**config.mk**
```make
export PLATFORM = sky130hd
export DESIGN_NAME = stim_capture_seq
export DESIGN_NICKNAME = d
export VERILOG_FILES = /design/src/rtl/stim_capture_seq.sv
export SDC_FILE = /design/constraint.sdc
export NUM_CORES = 1
export LEC_CHECK = 0
export CAP_MARGIN = 30
export CORE_MARGIN = 2
export CORE_UTILIZATION = 50
export CTS_CLUSTER_SIZE = 24
export DETAILED_ROUTE_END_ITERATION = 8
export GPL_TIMING_DRIVEN = 0
export PLACE_DENSITY = 0.79
export SYNTH_ARGS = -nofsm -noshare
export SYNTH_HDL_FRONTEND = slang
export SYNTH_SLANG_ARGS = --single-unit
export TNS_END_PERCENT = 30
```
**constraint.sdc**
```tcl
create_clock -name clk -period 2.2 [get_ports clk]
set_clock_uncertainty 0.1 [all_clocks]
set_input_delay 0.22 -clock clk [delete_from_list [all_inputs] [get_ports clk]]
set_output_delay 0.22 -clock clk [all_outputs]
set_load 0.01 [all_outputs]
```
**src/rtl/stim_capture_seq.sv**
```systemverilog
// stim_capture_seq -- drives a fixed table of six (X,N) stimulus vectors into
// an external logic circuit, waits for the response to settle, captures the
// response F, and folds each capture into an 8-bit MISR signature.
//
// Ports
//   clk        rising-edge clock for all state
//   reset      asynchronous, active-high reset
//   start      one-cycle request to run the sequence (honoured only in IDLE)
//   f_in[3:0]  response from the circuit under test (sampled only in CAPTURE)
//   x_out[3:0] registered X operand to the circuit
//   n_out[3:0] registered N operand to the circuit
//   busy       high from the accepting start edge until the run ends
//   cap_valid  one-cycle strobe, high in the cycle after a capture
//   cap_data   f_in value taken at the most recent capture
//   vec_idx    index of the vector currently applied (0..5)
//   misr[7:0]  running response signature
//   done       one-cycle strobe in the cycle after DONE
//   pass       final misr == EXP_SIG; held until the next accepted start
//
// Timing: each vector is DRIVE (1) + SETTLE (SETTLE_CYCLES) + CAPTURE (1)
// cycles. Six vectors plus DONE give 6*(SETTLE_CYCLES+2)+1 cycles, starting
// with the first DRIVE cycle. cap_valid, done and pass are registered, so each
// one shows up in the cycle after the state that produces it.

module stim_capture_seq #(
  parameter int unsigned SETTLE_CYCLES = 2,   // legal range 1..15
  parameter logic [7:0]  EXP_SIG       = 8'h00
) (
  input  logic       clk,
  input  logic       reset,
  input  logic       start,
  input  logic [3:0] f_in,
  output logic [3:0] x_out,
  output logic [3:0] n_out,
  output logic       busy,
  output logic       cap_valid,
  output logic [3:0] cap_data,
  output logic [2:0] vec_idx,
  output logic [7:0] misr,
  output logic       done,
  output logic       pass
);

  typedef enum logic [2:0] {
    IDLE,
    DRIVE,
    SETTLE,
    CAPTURE,
    DONE
  } state_t;

  localparam logic [3:0] SETTLE_LOAD = 4'(SETTLE_CYCLES);
  localparam logic [2:0] LAST_VEC    = 3'd5;

  state_t     state;
  state_t     state_next;
  logic [3:0] settle_cnt;
  logic [7:0] misr_next;
  logic       fb;

  // Fixed stimulus table, returned as {X, N}.
  function automatic logic [7:0] vec_table(input logic [2:0] idx);
    logic [7:0] v;
    case (idx)
      3'd0:    v = {4'b1111, 4'b0111};
      3'd1:    v = {4'b1000, 4'b0111};
      3'd2:    v = {4'b1111, 4'b0101};
      3'd3:    v = {4'b1110, 4'b0001};
      3'd4:    v = {4'b0010, 4'b0111};
      3'd5:    v = {4'b0111, 4'b0001};
      default: v = 8'h00;
    endcase
    return v;
  endfunction

  // Signature step: shift in the tap feedback, then fold the response into
  // the low nibble.
  always_comb begin
    fb        = misr[7] ^ misr[5] ^ misr[4] ^ misr[3];
    misr_next = {misr[6:0], fb} ^ {4'b0000, f_in};
  end

  // NOTE: sequential state uses non-blocking assignments so that every
  // register samples pre-edge values; blocking here would make the result
  // depend on statement order and diverge from the synthesised netlist.
  always_ff @(posedge clk or posedge reset) begin
    if (reset) begin
      state <= IDLE;
    end else begin
      state <= state_next;
    end
  end

  // NOTE: state_next is assigned a default before the case so that no path
  // leaves it unassigned; a missing default would infer a latch.
  always_comb begin
    state_next = state;
    case (state)
      IDLE:    if (start) state_next = DRIVE;
      DRIVE:   state_next = SETTLE;
      SETTLE:  if (settle_cnt == 4'd1) state_next = CAPTURE;
      CAPTURE: state_next = (vec_idx == LAST_VEC) ? DONE : DRIVE;
      DONE:    state_next = IDLE;
      default: state_next = IDLE;
    endcase
  end

  // Datapath and registered outputs. start is looked at only in IDLE, so a
  // start pulse during a run (including DONE) is dropped rather than queued.
  always_ff @(posedge clk or posedge reset) begin
    if (reset) begin
      x_out      <= 4'd0;
      n_out      <= 4'd0;
      busy       <= 1'b0;
      cap_valid  <= 1'b0;
      cap_data   <= 4'd0;
      vec_idx    <= 3'd0;
      misr       <= 8'd0;
      done       <= 1'b0;
      pass       <= 1'b0;
      settle_cnt <= 4'd0;
    end else begin
      cap_valid <= 1'b0;
      done      <= 1'b0;
      case (state)
        IDLE: begin
          if (start) begin
            busy    <= 1'b1;
            vec_idx <= 3'd0;
            misr    <= 8'd0;
            pass    <= 1'b0;
          end
        end
        DRIVE: begin
          {x_out, n_out} <= vec_table(vec_idx);
          settle_cnt     <= SETTLE_LOAD;
        end
        SETTLE: begin
          settle_cnt <= settle_cnt - 4'd1;
        end
        CAPTURE: begin
          cap_data  <= f_in;
          cap_valid <= 1'b1;
          misr      <= misr_next;
          if (vec_idx != LAST_VEC) begin
            vec_idx <= vec_idx + 3'd1;
          end
        end
        DONE: begin
          done <= 1'b1;
          pass <= (misr == EXP_SIG);
          busy <= 1'b0;
        end
        default: ;
      endcase
    end
  end

endmodule

```
==> impl_metrics.py <==
# Synthesis and PnR figures
metrics = {
    "status": {
        "outcome": "complete, no violations",
    },
    "job": {
        "warning_count": 30,
    },
    "setup_path": {
        "max_stage_delay_ns": 0.41,
        "critical_path_cell_count": 6,
        "cp-endpoint": "vec_idx[0]$_DFFE_PP0P_",
        "reg2reg_to": "vec_idx[0]$_DFFE_PP0P_",
        "setup.worst_path.class": "register to register",
        "worst-r2r-setup-slack_ns": 0.26,
        "cp_cell_sequence": "inv_1, ha_1, nand2_1, nand3_1, a21oi_1, mux2_2",
        "worst-path-buf-inv": 1,
    },
    "final_timing": {
        "timing_max_transition_violations_final": 0,
        "tns_ns": 0,
        "final.min_clock_period_ns": 1.94,
    },
    "pwr": {
        "pwr-share-comb": 0.474,
        "power.internal_mw": 1.77,
        "power_switching_share": 0.371,
        "power.sequential.fraction": 0.357,
        "power.switching_mw": 1.05,
        "total_power_mw": 2.82,
        "power-per-cell-area_mw_per_mm2": 1350,
    },
    "clocking": {
        "cts.repair_timing.setup_buffer_count": 0,
        "insertion_delay_ns": 0.34,
        "cts_buffer_depth": 2,
        "cell_at_the_root_of_the_clock_tree": "sky130_fd_sc_hd__clkbuf_4",
        "worst_setup_hold_path_clk_slew_ns": 0.10,
    },
    "floorplanning": {
        "placeableCoreArea_mm2": 0.00305,
        "dieArea_mm2": 0.00366,
    },
    "hold_path": {
        "worstHoldPathType": "input pin to asynchronous set/reset pin",
    },
    "placement": {
        "cell_total_after_placement": 234,
        "dp_hpwl_mm": 2.42,
        "gp_congestion": 0.757,
    },
    "yosys": {
        "synth.ff_latch_count": 33,
        "flop_cell": "sky130_fd_sc_hd__dfrtp_1",
        "synth_cell_type_count": 39,
        "ys.warnings.count": 0,
        "synth_sequential_area_ratio": 0.518,
        "enable_flop_cells": 0,
        "synth_top_cell_by_count": "sky130_fd_sc_hd__dfrtp_1",
    },
    "routing": {
        "first_iter_violations": 99,
    },
    "final_layout": {
        "insertedDiodeCount": 0,
        "final_cell_area_mm2": 0.00208,
        "drive_above_1_share": 0.101,
        "most_common_logic_cell_in_the_routed_design": "sky130_fd_sc_hd__dfrtp_1",
        "post_layout_nonfiller_instances": 242,
    },
    "global_route": {
        "first_pass_grt_wire_length_mm": 5.68,
    },
}
## cell families after synthesis
group	after synthesis	synth area share
other	1	0.00235
AOI/OAI and AO/OA	38	0.153
buffers and inverters	16	0.0565
xor gates and xnor gates	8	0.0439
DFF	33	0.518
adders and majority gates	7	0.0549
and+or+nand+nor	51	0.151
muxes	3	0.0204
## final cells by class
type	instances	area, µm²
multi-input combinational	108	679
clock inverter	1	30.0
fill	258	970
buffer	7	51.3
tap	44	55.1
timing repair buffer	33	348
sequential	33	826
clock buffer	7	55.1
inverter	9	38.8
## worst reg2reg max path, delay by kind of cell (launching register included)
| family | cells | cell delay, ns |
|---|---|---|
| buffers and inverters | 1 | 0.10 |
| DFF | 1 | 0.41 |
| adders and majority gates | 1 | 0.27 |
| and+or+nand+nor | 2 | 0.29 |
| AOI/OAI and AO/OA | 1 | 0.30 |
| muxes | 1 | 0.37 |
## power groups by stage
| stage | logic [mW] | clock network [mW] | registers [mW] |
|---|---|---|---|
| 6_report | 1.34 | 0.476 | 1.01 |
| 5_1_grt | 1.49 | 0.519 | 1.04 |
| 4_1_cts | 1.35 | 0.487 | 1.01 |
| 3_5_place_dp | 1.34 | 0 | 1.02 |
| 3_3_place_gp | 1.29 | 0 | 1.00 |
| 2_1_floorplan | 0.789 | 0 | 1.05 |
## routing by layer
metal  global-route usage  share of wire
met1                0.274           0.43
met2                0.346           0.51
met3               0.0448          0.048
met4               0.0839          0.015
met5                    0              0
## state kept, by name (all words and copies together) (netlist names)
name / count
misr: 8
cap_data: 4
settle_cnt: 4
x_out: 4
n_out: 3
state: 3
vec_idx: 3
busy: 1
cap_valid: 1
done: 1
pass: 1
### Register map, names as in the netlist

The bar under the picture is 20 µm long. Other sequential cells in the stronger gray, the rest of the logic in the fainter gray.
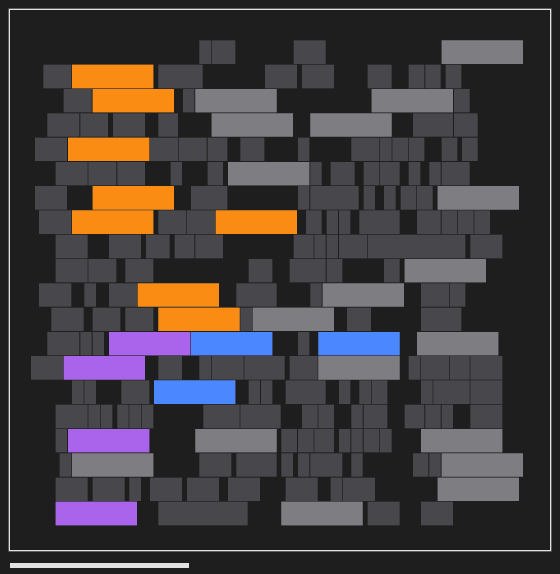
- orange: `misr` (sequential cells 8)
- blue: `vec_idx` (sequential cells 3)
- purple: `cap_data` (sequential cells 4; where bottom left)
- not colored: 18

### Wiring heat map

The die is cut into 12 by 12 equal tiles; dark blue is low, red is high, scaled to the fullest tile. Values are wire area over tile area, all layers added.
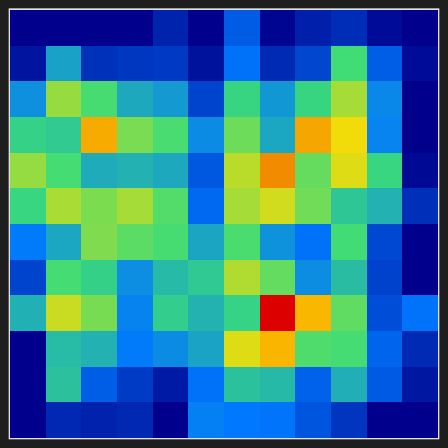
- mean over tiles: 0.14
- fullest tile: 0.43
- tiles over half the peak: 28%

### Clock network drawn from the DEF

The bar under the picture is 20 µm long.
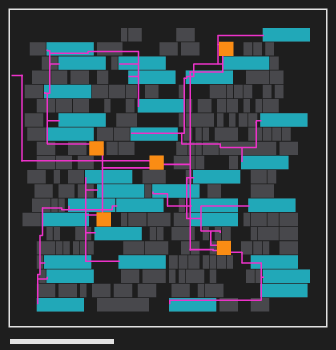
- cyan: flip-flops (count 33)
- magenta: clock wires (length 415 µm)
- orange: clock-net drivers (count 5)
- flops lie: all over the die
- routed clock nets: 6

### Cell placement

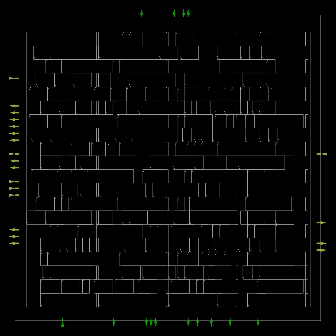
number of rows created at floorplan: 20
filler cell count in the final layout: 258

Power is estimated from default activity; no workload was simulated.
